Fig. 1: routing congestion
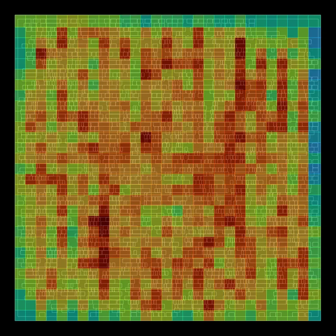
Fig. 2: cell density map
The die is cut into 20 by 20 equal tiles; black is low, pale yellow is high, 0 to 100% covered.
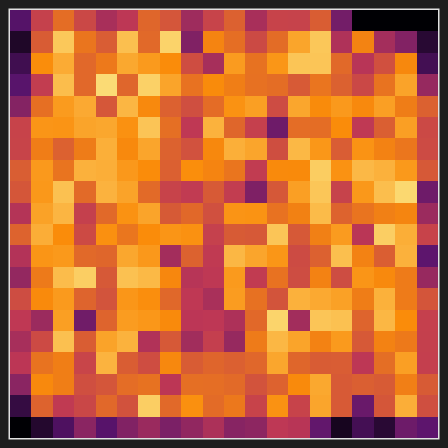
Fig. 3: sequential cells colored by netlist name
Other sequential cells in the stronger gray, the rest of the logic in the fainter gray.
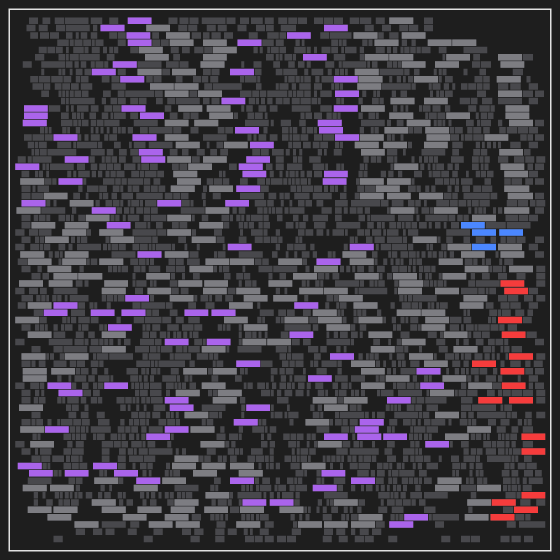
Fig. 4: cell classes on the final placement
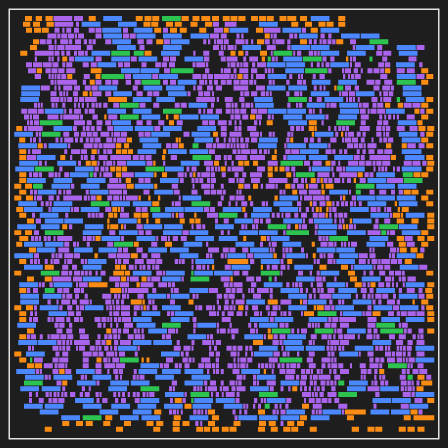
==> config.mk <==
export PLATFORM = sky130hd
export DESIGN_NAME = kernel_sum_accumulator
export DESIGN_NICKNAME = d
export VERILOG_FILES = /design/src/rtl/kernel_sum_accumulator_pkg.sv /design/src/rtl/kernel_sum_accumulator_fifo.sv /design/src/rtl/kernel_sum_accumulator.sv
export SDC_FILE = /design/constraint.sdc
export NUM_CORES = 1
export LEC_CHECK = 0
export CAP_MARGIN = 20
export CORE_MARGIN = 1.5
export CORE_UTILIZATION = 52
export DETAILED_ROUTE_END_ITERATION = 7
export GPL_TIMING_DRIVEN = 0
export HOLD_SLACK_MARGIN = 0.06
export PLACE_DENSITY_LB_ADDON = 0.1
export SYNTH_ARGS = -nofsm -noshare
export SYNTH_HDL_FRONTEND = slang
export SYNTH_SLANG_ARGS = --single-unit
==> constraint.sdc <==
create_clock -name fast_clk -period 3.75 [get_ports fast_clk]
set_input_delay 0.5625 -clock fast_clk [delete_from_list [all_inputs] [get_ports fast_clk]]
set_output_delay 0.5625 -clock fast_clk [all_outputs]
set_load 0.01 [all_outputs]
==> results.json <==
{
  "wl_per_cell_um": 21.0,
  "final_layout_size_suffix_gt1_share_pct": 15.2,
  "layout.non_clock_buffers": 376,
  "xor_share_pct": 5.87,
  "route.top_layer_used": "met4",
  "synth.cellmix.adderShare_pct": 6.88,
  "yosys-top-cells-area": "sky130_fd_sc_hd__dfrtp_1 (45%), sky130_fd_sc_hd__ha_1 (6.5%), sky130_fd_sc_hd__o21ai_0 (5.7%), sky130_fd_sc_hd__nand2_1 (4.5%), sky130_fd_sc_hd__xnor2_1 (3.8%)",
  "rr_worst_depth": 13,
  "area_dominant_class": "multi-input combinational cells",
  "worst_reg2reg_setup_slack_ns": -0.03,
  "cts.repair_timing.setup_buffer_count": 44,
  "yosys_cells": 2186,
  "summed_instance_area_of_the_synthesized_netlist_um2": 20400,
  "postSynthNetCount": 2397,
  "synth.top_cell.area_share_pct": 44.7,
  "wirelength_um": 63900,
  "grt_overflow_total": 0,
  "tritoncts_clock_tree": "yes",
  "holdWs_ns": 0.470,
  "hp-class": "reg2reg",
  "period_used_pct": 101,
  "met1_length_um": 27000,
  "routed_via_density": 6.05,
  "power_frac_clock_pct": 45.2,
  "setup_ws_ns": -0.0283,
  "criticalPathCategory": "reg2reg",
  "end_kind": "register",
  "internal-power_mw": 7.26,
  "postSynthCellCount": 2186,
  "area.share.combinational_pct": 44.1,
  "cts_max_path_buffers": 3,
  "mux_area_share_pct": 1.76,
  "detailedRoute.firstIterationViolations": 1213,
  "timing.final.setup_violations": 3,
  "synth.top_cells.by_count": "sky130_fd_sc_hd__dfrtp_1 (365), sky130_fd_sc_hd__nand2_1 (244), sky130_fd_sc_hd__o21ai_0 (231)",
  "detail-route-antenna-nets": 0,
  "chip_area_um2": 40500,
  "power.static_leakage_nw": 11.9,
  "number_of_vias_after_detailed_routing": 18418,
  "power-top-group": "the clock network",
  "dp.final_hpwl_um": 45600,
  "violations": "negative setup slack",
  "status": "complete, but fails checks",
  "timing.final.max_slew_violations": 0,
  "largest_net_degree_at_the_start_of_global_routing": 128,
  "simple_gate_share_pct": 14.4,
  "timing.critical_path.cells": "or4_4, or3_4, or4_4, a222oi_1, buf_4, nand2b_4, nor3_4, buf_6, nand3_4, or3_1, buf_6, or3_4, a21oi_2",
  "warnings": 35,
  "cell_count_after_placement": 2908,
  "timing.critical_path.required_ns": 4.25,
  "postSynth.topFlopCell": "sky130_fd_sc_hd__dfrtp_1",
  "tightestPinTransition_ns": 0.879,
  "async_flop_share_pct": 100,
  "critPathLaunchType": "register",
  "dp_worst_setup_slack_ns": -1.51,
  "cts.htree.levels": 2,
  "rsz0062_at_grt": "yes",
  "met3_routed_wl_um": 4010,
  "clockNetworkAreaShare_pct": 5.62,
  "slowest_stage": "sky130_fd_sc_hd__or4_4",
  "worst_setup_hold_path_clk_slew_ns": 0.06,
  "post_cts_hold_buffer_count": 1,
  "signal_buffer_area_fraction_pct": 12.4,
  "setup_tns_ns": -0.0423,
  "synthDistinctLibCells": 77
}
About Fig. 1:
busiest grt layer: met2
met2 track demand over resource: 52.0%
met1 routing resource usage after global routing: 41.2%
met3 usage: 4.96%
utilization of the core after routing: 67.8%

About Fig. 2:
mean over tiles = 63%
nearly empty tiles = 1.3%
tiles over 75% full = 32%
fullest tile = 92%
area of the core: 38700 um^2
initial core utilization: 52.7%

About Fig. 3:
red -> outputs_q  # placed flops 16
blue -> dl_q  # placed flops 4, where right middle
purple -> acc_q  # placed flops 96
power drawn by the sequential cells: 4.05 mW
share of cell area taken by flip-flops and latches: 34.8%
sequential cell area: 9140 um^2

About Fig. 4:
purple -> remaining logic cells  # cells 1714
blue -> registers  # cells 365
orange -> remaining buffers and delay cells  # cells 376
green -> clock drivers and dummy loads  # cells 71
# rows: 72
Layout Cell Area excl Fill: 26300 um^2

No activity file was given, so power comes from the tool's default toggle rates.
